==> config.mk <==
export PLATFORM = sky130hd
export DESIGN_NAME = tick_period_meter
export DESIGN_NICKNAME = d
export VERILOG_FILES = /design/src/rtl/tick_period_meter.sv
export SDC_FILE = /design/constraint.sdc
export NUM_CORES = 1
export LEC_CHECK = 0
export CAP_MARGIN = 20
export CORE_MARGIN = 2
export CORE_UTILIZATION = 45
export CTS_CLUSTER_DIAMETER = 60
export CTS_CLUSTER_SIZE = 14
export DETAILED_ROUTE_END_ITERATION = 7
export PLACE_DENSITY_LB_ADDON = 0.25
export SKIP_CTS_REPAIR_TIMING = 1
export SLEW_MARGIN = 15
export SYNTH_ARGS = -nofsm -noshare
export SYNTH_HDL_FRONTEND = slang
export SYNTH_SLANG_ARGS = --single-unit
export TNS_END_PERCENT = 50
==> constraint.sdc <==
create_clock -name clk -period 2 [get_ports clk]
set_input_delay 0.4 -clock clk [delete_from_list [all_inputs] [get_ports clk]]
set_output_delay 0.4 -clock clk [all_outputs]
set_load 0.005 [all_outputs]
==> src/rtl/tick_period_meter.sv <==
// Measures the spacing in clk cycles between successive rising edges of tick_in and
// hands each result to a consumer over a valid/ready port, flagging overflow and drops.
module tick_period_meter #(
  parameter int unsigned MAX_PERIOD  = 255,
  parameter int unsigned SYNC_STAGES = 2
) (
  input  logic                                clk,
  input  logic                                reset_n,
  input  logic                                enable,
  input  logic                                tick_in,
  output logic [$clog2(MAX_PERIOD + 1)-1:0]   period,
  output logic                                overflow,
  output logic                                period_valid,
  input  logic                                period_ready,
  output logic                                missed,
  output logic                                busy
);

  localparam int unsigned BITS = $clog2(MAX_PERIOD + 1);
  localparam logic [BITS-1:0] MaxCnt = BITS'(MAX_PERIOD);

  typedef enum logic [1:0] {StIdle, StWaitFirst, StMeasure} state_e;

  state_e                 state_q, state_d;
  logic [BITS-1:0]        cnt_q, cnt_d;
  logic [SYNC_STAGES-1:0] sync_q;
  logic                   prev_q;
  logic                   tick_edge;

  logic                   new_res;
  logic [BITS-1:0]        new_period;
  logic                   new_ovf;

  logic [BITS-1:0]        period_q, period_d;
  logic                   overflow_q, overflow_d;
  logic                   valid_q, valid_d;
  logic                   missed_q, missed_d;

  // Front end runs regardless of enable so a level held across enable toggles gives one edge.
  always_ff @(posedge clk or negedge reset_n) begin
    if (!reset_n) begin
      sync_q <= '0;
      prev_q <= 1'b0;
    end else begin
      sync_q <= {sync_q[SYNC_STAGES-2:0], tick_in};
      prev_q <= sync_q[SYNC_STAGES-1];
    end
  end

  assign tick_edge = sync_q[SYNC_STAGES-1] & ~prev_q;

  always_comb begin
    state_d    = state_q;
    cnt_d      = cnt_q;
    new_res    = 1'b0;
    new_period = '0;
    new_ovf    = 1'b0;
    if (!enable) begin
      state_d = StIdle;
      cnt_d   = '0;
    end else begin
      unique case (state_q)
        StIdle: begin
          cnt_d   = '0;
          state_d = StWaitFirst;
        end
        StWaitFirst: begin
          if (tick_edge) begin
            cnt_d   = BITS'(1);
            state_d = StMeasure;
          end
        end
        StMeasure: begin
          if (tick_edge) begin
            new_res    = 1'b1;
            new_period = cnt_q;
            cnt_d      = BITS'(1);
          end else if (cnt_q == MaxCnt) begin
            // No edge within MAX_PERIOD cycles: report saturation and re-arm.
            new_res    = 1'b1;
            new_period = MaxCnt;
            new_ovf    = 1'b1;
            cnt_d      = '0;
            state_d    = StWaitFirst;
          end else begin
            cnt_d = cnt_q + BITS'(1);
          end
        end
        default: begin
          state_d = StIdle;
          cnt_d   = '0;
        end
      endcase
    end
  end

  // Result register: an accept frees the slot for a same-cycle result; otherwise a full slot drops it.
  always_comb begin
    period_d   = period_q;
    overflow_d = overflow_q;
    valid_d    = valid_q;
    missed_d   = 1'b0;
    if (new_res && (!valid_q || period_ready)) begin
      period_d   = new_period;
      overflow_d = new_ovf;
      valid_d    = 1'b1;
    end else if (new_res) begin
      missed_d = 1'b1;
    end else if (valid_q && period_ready) begin
      valid_d = 1'b0;
    end
  end

  always_ff @(posedge clk or negedge reset_n) begin
    if (!reset_n) begin
      state_q    <= StIdle;
      cnt_q      <= '0;
      period_q   <= '0;
      overflow_q <= 1'b0;
      valid_q    <= 1'b0;
      missed_q   <= 1'b0;
    end else begin
      state_q    <= state_d;
      cnt_q      <= cnt_d;
      period_q   <= period_d;
      overflow_q <= overflow_d;
      valid_q    <= valid_d;
      missed_q   <= missed_d;
    end
  end

  assign period       = period_q;
  assign overflow     = overflow_q;
  assign period_valid = valid_q;
  assign missed       = missed_q;
  assign busy         = (state_q == StMeasure);

endmodule
met1.png
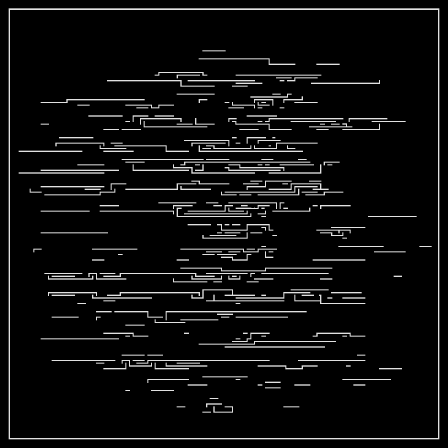
share of all routed wire: 50%
wire length on this layer: 1100 µm
via count: 834
Routed WL: 2.188 mm
met1 Track Usage GR: 24.50%

met2.png
Bar = 20 µm.
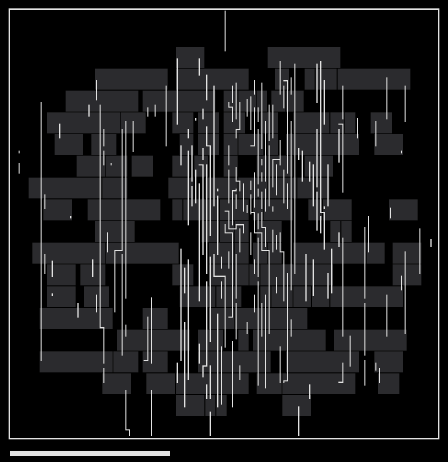
longest straight run: 32.3 µm
nets with wire on the layer: 110
main direction: vertical
GR met2 Demand/Resource: 27.57%

met3.png
Bar = 20 µm.
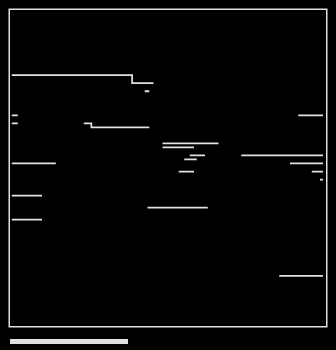
share of all routed wire: 5.4%
wire length on this layer: 117 µm
nets with wire on the layer: 18
met3 Use GR: 5.833%

final_congestion.png
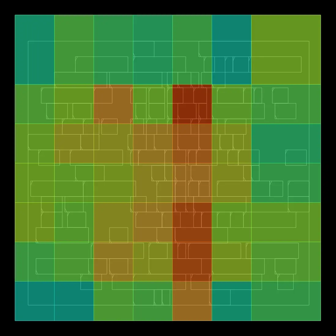
GR peak layer: met2
WL per Instance: 14.88 µm

==> flow_summary.json <==
{
  "clkPwrFrac_pct": 25.3,
  "grt_overflow_total": 0,
  "critPathLaunch": "state_q[0]",
  "maxCapViolCount": 0,
  "place_congestion": 0.9525,
  "status": "finished, final reports clean",
  "skew_ps": 8.737,
  "hold_class": "reg2reg",
  "lay_top_cells": "24 x dfrtp_1, 16 x clkdlybuf4s50_1, 8 x nor2_1, 8 x o22a_1, 7 x o21ai_0",
  "rr_worst_depth": 6,
  "setup_viol": 0,
  "port_buffers": 16,
  "slowest_delay_ps": 480,
  "dp_cells": 141,
  "swShare_pct": 24.17,
  "p_clk_w": 0.000252,
  "rsz0062_at_grt": "false",
  "cts_sinks": 24,
  "r2r_end": "period[4]",
  "nets": 128,
  "syn_area_mm2": 0.001105,
  "flop_cell": "dfrtp_1",
  "sequentialPower_w": 0.000553,
  "dpl_worst_slack_ps": 139.7,
  "drc": 0,
  "fin_area_mm2": 0.001363,
  "setup_slack_ps": 130.2,
  "layout_min_cycle_time_ps": 1870,
  "crit_end": "busy"
}
-- critical path, delay by kind of cell, from the launching register on --
family / cells / cell delay (ps)
flops: 1 / 420
fa+ha+maj: 1 / 140
buf+inv: 2 / 580
-- cells by family (layout without fill, tap and decap cells) --
family	count (synthesis)	count (layout)	share of synthesized area [%]
buffers and inverters	8	28	3.171
xor gates and xnor gates	5	5	3.964
AOI/OAI and AO/OA	28	28	19.48
adders and majority gates	3	3	3.398
DFF	24	24	54.36
and+or+nand+nor	31	31	15.63
-- routing by layer --
layer	share of wire, %	track usage [%]
met5	0	0
met4	0.87	5.983
met1	50	24.50
met3	5.3	5.833
met2	44	27.57
-- layout make-up --
cell class	count	share of cell area [%]
flip-flops and latches	24	44.08
inverters	3	0.8264
clock buffers	4	2.663
well taps	28	2.571
repair buffers	21	14.51
multi-input cells	67	35.35
